`src/rtl/spi_tx_arbiter.sv`:
```
// Round-robin arbiter sharing one SPI transmit master between NREQ requesters.
// Grants one requester, presents its latched word on newd/din, follows the frame via cs, then pulses done.
module spi_tx_arbiter #(
    parameter int NREQ          = 4,
    parameter int DW            = 12,
    parameter int ACK_TIMEOUT   = 64,
    parameter int FRAME_TIMEOUT = 512
) (
    input  logic               clk,
    input  logic               rst,
    input  logic [NREQ-1:0]    req,
    input  logic [NREQ*DW-1:0] req_data,
    output logic [NREQ-1:0]    gnt,
    output logic [NREQ-1:0]    done,
    output logic               spi_newd,
    output logic [DW-1:0]      spi_din,
    input  logic               spi_cs,
    output logic               busy,
    output logic               err_timeout,
    output logic [1:0]         dbg_state
);

    localparam int RRW  = (NREQ > 1) ? $clog2(NREQ) : 1;
    localparam int TMAX = (ACK_TIMEOUT > FRAME_TIMEOUT) ? ACK_TIMEOUT : FRAME_TIMEOUT;
    localparam int TW   = $clog2(TMAX + 1);

    typedef enum logic [1:0] {
        S_IDLE     = 2'd0,
        S_WAIT_ACK = 2'd1,
        S_IN_FRAME = 2'd2,
        S_DONE     = 2'd3
    } state_t;

    state_t            r_state;
    logic [RRW-1:0]    r_rr;
    logic [TW-1:0]     r_timer;
    logic [NREQ-1:0]   r_gnt;
    logic [NREQ-1:0]   r_done;
    logic              r_newd;
    logic [DW-1:0]     r_din;
    logic              r_err;
    logic              r_cs_meta;
    logic              r_cs_s;

    logic              w_any;
    logic [RRW-1:0]    w_win;
    logic [NREQ-1:0]   w_win_oh;
    logic [DW-1:0]     w_win_data;

    // First set request searching upward from the last winner + 1, wrapping.
    always_comb begin
        w_any = 1'b0;
        w_win = '0;
        for (int k = 1; k <= NREQ; k++) begin
            if (!w_any && req[(int'(r_rr) + k) % NREQ]) begin
                w_any = 1'b1;
                w_win = RRW'((int'(r_rr) + k) % NREQ);
            end
        end
    end

    assign w_win_oh   = NREQ'(1) << w_win;
    assign w_win_data = req_data[int'(w_win)*DW +: DW];

    // Handshake: newd acts as valid and the master's falling cs (after sync) as ready;
    // newd drops once cs_s is low, so the master never sees a second request for the same word.
    always_ff @(posedge clk) begin
        if (rst) begin
            r_state   <= S_IDLE;
            r_rr      <= RRW'(NREQ - 1);
            r_timer   <= '0;
            r_gnt     <= '0;
            r_done    <= '0;
            r_newd    <= 1'b0;
            r_din     <= '0;
            r_err     <= 1'b0;
            r_cs_meta <= 1'b1;
            r_cs_s    <= 1'b1;
        end else begin
            r_cs_meta <= spi_cs;
            r_cs_s    <= r_cs_meta;
            r_done    <= '0;
            r_err     <= 1'b0;
            case (r_state)
                S_IDLE: begin
                    if (r_cs_s && w_any) begin
                        r_gnt   <= w_win_oh;
                        r_din   <= w_win_data;
                        r_newd  <= 1'b1;
                        r_rr    <= w_win;
                        r_timer <= '0;
                        r_state <= S_WAIT_ACK;
                    end
                end
                S_WAIT_ACK: begin
                    r_timer <= r_timer + 1'b1;
                    if (!r_cs_s) begin
                        r_newd  <= 1'b0;
                        r_timer <= '0;
                        r_state <= S_IN_FRAME;
                    end else if (r_timer == TW'(ACK_TIMEOUT - 1)) begin
                        r_newd  <= 1'b0;
                        r_gnt   <= '0;
                        r_err   <= 1'b1;
                        r_state <= S_IDLE;
                    end
                end
                S_IN_FRAME: begin
                    r_timer <= r_timer + 1'b1;
                    if (r_cs_s) begin
                        r_done  <= r_gnt;
                        r_gnt   <= '0;
                        r_state <= S_DONE;
                    end else if (r_timer == TW'(FRAME_TIMEOUT - 1)) begin
                        r_gnt   <= '0;
                        r_err   <= 1'b1;
                        r_state <= S_IDLE;
                    end
                end
                S_DONE: begin
                    r_state <= S_IDLE;
                end
                default: begin
                    r_state <= S_IDLE;
                end
            endcase
        end
    end

    assign gnt         = r_gnt;
    assign done        = r_done;
    assign spi_newd    = r_newd;
    assign spi_din     = r_din;
    assign busy        = (r_state != S_IDLE);
    assign err_timeout = r_err;
    assign dbg_state   = r_state;

endmodule

```
`config.mk`:
```
export PLATFORM = sky130hd
export DESIGN_NAME = spi_tx_arbiter
export DESIGN_NICKNAME = d
export VERILOG_FILES = /design/src/rtl/spi_tx_arbiter.sv
export SDC_FILE = /design/constraint.sdc
export NUM_CORES = 1
export LEC_CHECK = 0
export CORE_MARGIN = 2
export CORE_UTILIZATION = 48
export CTS_CLUSTER_SIZE = 24
export DETAILED_ROUTE_END_ITERATION = 6
export PLACE_DENSITY = 0.86
export RECOVER_POWER = 100
export REMOVE_ABC_BUFFERS = 1
export SLEW_MARGIN = 20
export SYNTH_ARGS = -nofsm -noshare
export SYNTH_HDL_FRONTEND = slang
export SYNTH_SLANG_ARGS = --single-unit
```
`constraint.sdc`:
```
create_clock -name clk -period 5.3 [get_ports clk]
set_clock_uncertainty 0.1 [all_clocks]
set_input_delay 1.325 -clock clk [delete_from_list [all_inputs] [get_ports clk]]
set_output_delay 1.325 -clock clk [all_outputs]
set_load 0.02 [all_outputs]
```
### Clock wiring as the flow saved it, run 1

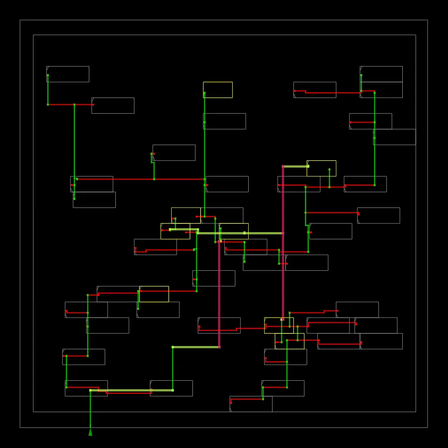
clock sinks: 38
clock distribution power: 0.233 mW

### The metal 3 layer, run 1

(6 px per µm)
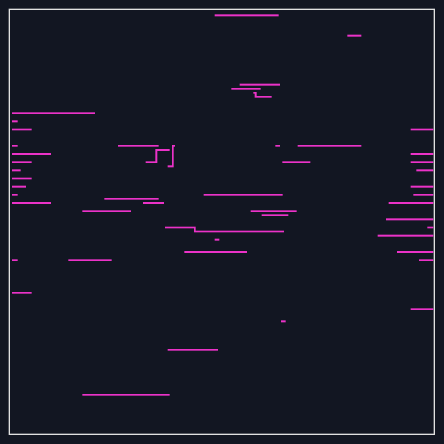
main direction: horizontal
share of all routed wire: 4.5%
longest straight run: 14.7 µm
nets with wire on the layer: 44
wire length on this layer: 261 µm
met3 usage in global routing: 4.416%
total detailed-routing wirelength: 5.757 mm

### Wire density map, run 1

(6 px per µm) 14 x 14 tiles, from black (low) to pale yellow (high), scaled to the fullest tile. Values are wire area over tile area, all layers added.
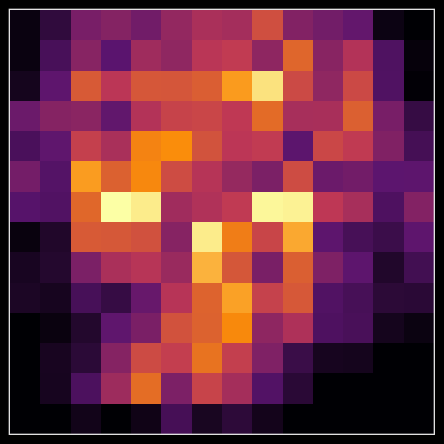
fullest tile: 0.52
emptiest ninth of the die: bottom right
nearly empty tiles: 10%
mean over tiles: 0.18
tiles over half the peak: 29%
WL/cell: 16.40 µm
vias: 2056
GRT Overall Usage: 23.12%

### Sizing map, run 1

(6 px per µm)
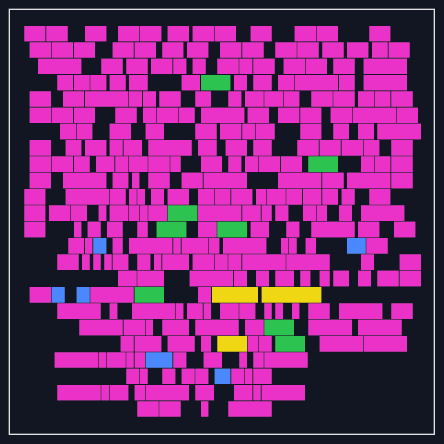
[green] _6 and larger | cells: 8 | share: 2.7%
[magenta] _0 and _1 cells | cells: 282 | share: 94%
[blue] _2 cells | cells: 6 | share: 2.0%
[yellow] _3 and _4 cells | cells: 3 | share: 1.0%
area growth from synthesis to layout: 40.21%
Non-CTS buffers: 79
final worst slack: 1.100 ns
post-route cell area: 0.002984 mm²

==> reports/results.ini, run 1 <==
[outcome]
outcome = complete, no violations

[yosys]
ys_sh_aoi_pct = 24.46
ys_cells = 227
yosys.area.top_type = dfxtp_1
fa_ha_area_share_pct = 3.527
mux_area_share_pct = 6.114

[pwr]
pwr-share-clk_pct = 17.9
powerDensity_mw_per_mm2 = 437.9
combPwrFrac_pct = 50.1
pwr-share-seq_pct = 32.0
switchingPower_mw = 0.5338

[critical_path]
worstPathRequired_ns = 5.33
rr_endpoint = spi_din[11]

[final_timing]
slew_viol_final = 0
slew_headroom_pct = 29.29
fmax_mhz = 238.1

[layout]
diodes = 0

[floorplanning]
chip_area_mm2 = 0.004982

[grt]
grt_pass1_wl_mm = 9.321

[routing]
via_per_inst = 5.858

[clocking]
cts_setup_buffers = 0

## Run 2: what changed since run 1
--- a/config.mk
+++ b/config.mk
@@ -6,10 +6,10 @@
 export NUM_CORES = 1
 export LEC_CHECK = 0
 export CORE_MARGIN = 2
-export CORE_UTILIZATION = 48
+export CORE_UTILIZATION = 40
 export CTS_CLUSTER_SIZE = 24
 export DETAILED_ROUTE_END_ITERATION = 6
-export PLACE_DENSITY = 0.86
+export PLACE_DENSITY = 0.77
 export RECOVER_POWER = 100
 export REMOVE_ABC_BUFFERS = 1
 export SLEW_MARGIN = 20
==> constraint.sdc (replaced) <==
create_clock -name clk -period 3.6 [get_ports clk]
set_clock_uncertainty 0.1 [all_clocks]
set_input_delay 0.9 -clock clk [delete_from_list [all_inputs] [get_ports clk]]
set_output_delay 0.9 -clock clk [all_outputs]
set_load 0.02 [all_outputs]
### Clock wiring as the flow saved it, run 2

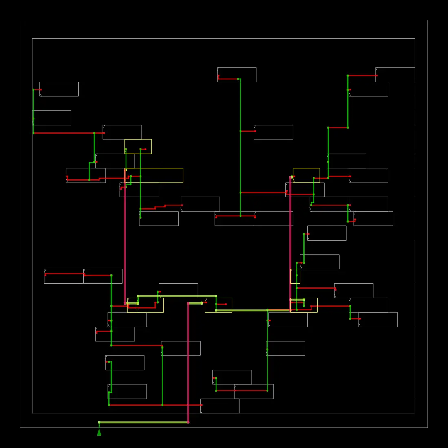
clock distribution power: 0.358 mW
Flop Count: 38
CTS buffer count: 5
clk_lat worst skew: 0.30 ns
clock buffer count: 5

### The metal 3 layer, run 2

(6 px per µm)
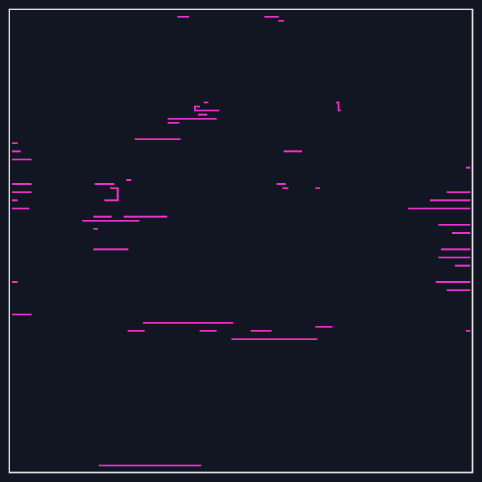
main direction: horizontal
longest straight run: 16.8 µm
met3 usage in global routing: 3.059%
total detailed-routing wirelength: 5.811 mm
vias: 2068

### Wire density map, run 2

(4 px per µm) 15 x 15 tiles, from black (low) to pale yellow (high), scaled to the fullest tile. Values are wire area over tile area, all layers added.
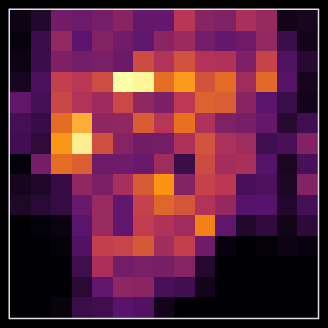
nearly empty tiles: 15%
tiles over half the peak: 18%
emptiest ninth of the die: bottom right
GRT Overall Usage: 18.86%
WL/cell: 15.50 µm

==> run 2 against run 1 <==
- worst hold slack got worse by 0.0046 ns
- clock power increased by 54%
- power increased by 51%
- global-route usage decreased by 4.3 points
- sequential share of layout area decreased by 0.55 points
- critical path depth increased by 1
- synthesized cell count unchanged
- combinational power increased by 54%
- flip-flop count unchanged
- routed wire length increased by 0.94%
- largest power group unchanged
==> reports/results.ini, run 2 <==
[outcome]
outcome = complete, no violations

[final_timing]
slew_viol_final = 0
fmax_mhz = 323.7
layout_setup_ws_ns = 0.5108

[layout]
fin_area_mm2 = 0.003050
diodes = 0
syn_to_final_growth_pct = 43.33

[pwr]
p_total_mw = 1.974
combPwrFrac_pct = 51.0
pwr-share-seq_pct = 30.9
switching_share_pct = 40.38
switchingPower_mw = 0.7973
powerDensity_mw_per_mm2 = 647.2
pwr-share-clk_pct = 18.1

[critical_path]
worstPathRequired_ns = 3.67
rr_endpoint = r_timer[9]
critPathCapture = spi_din[1]

[yosys]
edf_count = 0
mux_area_share_pct = 6.114
yosys.area.top_type = dfxtp_1
fa_ha_area_share_pct = 3.527
yosys.area_share.xor_xnor_pct = 2.881
ys_sh_aoi_pct = 24.46
ys_cells = 227

[clocking]
cts.sinks = 38
tritoncts = done
cts_root_buffer = clkbuf_8
path_clk_slew_ns = 0.07
clock_tree.buffer_depth = 2
cts_setup_buffers = 0

[routing]
via_per_inst = 5.515

[grt]
grt_pass1_wl_mm = 9.087

[job]
tool_warnings = 29

[floorplanning]
chip_area_mm2 = 0.005921

## Run 3: what changed since run 2
--- a/config.mk
+++ b/config.mk
@@ -12,7 +12,7 @@
 export PLACE_DENSITY = 0.77
 export RECOVER_POWER = 100
 export REMOVE_ABC_BUFFERS = 1
-export SLEW_MARGIN = 20
+export SLEW_MARGIN = 0
 export SYNTH_ARGS = -nofsm -noshare
 export SYNTH_HDL_FRONTEND = slang
 export SYNTH_SLANG_ARGS = --single-unit
### Where the registers sit, run 3

(4 px per µm) Other sequential cells in the stronger grey, the rest of the logic in the fainter grey.
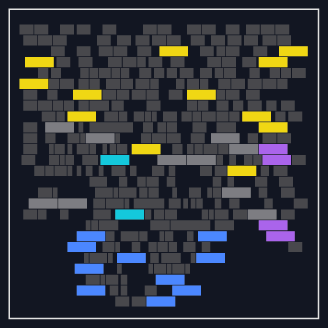
[cyan] dbg_state | flops: 2
[yellow] spi_din | flops: 12
[blue] r_timer | flops: 10
[purple] done | flops: 4 | where: right middle
Seq area share: 24.94%
Layout Utilization: 59.73%
Reg area: 760.7 µm²
sequential power: 0.610 mW

### The metal 3 layer, run 3

(6 px per µm)
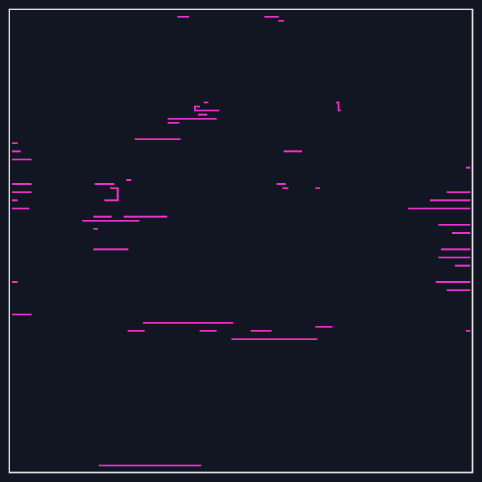
longest straight run: 16.8 µm
nets with wire on the layer: 38
wire length on this layer: 191 µm
main direction: horizontal
share of all routed wire: 3.3%

### Wire density map, run 3

(4 px per µm) 15 x 15 tiles, from black (low) to pale yellow (high), scaled to the fullest tile. Values are wire area over tile area, all layers added.
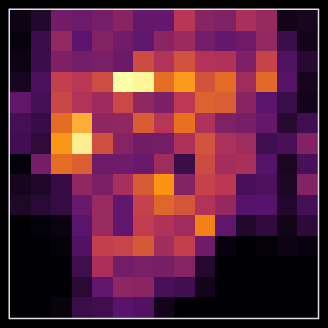
mean over tiles: 0.15
fullest tile: 0.53
tiles over half the peak: 18%
emptiest ninth of the die: bottom right

==> run 3 against run 2 <==
- critical path depth unchanged
- global-route usage unchanged
- die area unchanged
- routed wire length unchanged
==> reports/results.ini, run 3 <==
[outcome]
outcome = complete, no violations

[job]
tool_warnings = 29

[final_timing]
layout_setup_ws_ns = 0.5108
slew_headroom_pct = 30.04

[clocking]
cts.sinks = 38
clock_tree.buffer_depth = 2
tritoncts = done
numCtsBuffers = 5
insertion_delay_ns = 0.30

[yosys]
yosys.area_share.xor_xnor_pct = 2.881
yosys.area.top_type = dfxtp_1
ys_cells = 227
ys_sh_aoi_pct = 24.46
fa_ha_area_share_pct = 3.527

[critical_path]
worstPathRequired_ns = 3.67
critPathCapture = spi_din[1]
rr_endpoint = r_timer[9]

[layout]
design.seq.count = 38
syn_to_final_growth_pct = 43.33
fin_area_mm2 = 0.003050

[pwr]
p_total_mw = 1.974
powerDensity_mw_per_mm2 = 647.2
pwr-share-clk_pct = 18.1

[grt]
met3_usage_pct = 3.059
gr-usage-all-layers_pct = 18.86
grt_pass1_wl_mm = 9.087

[routing]
detail_route.wl_per_cell_um = 15.50
vias = 2068

[floorplanning]
chip_area_mm2 = 0.005921

Power is estimated from default activity; no workload was simulated.
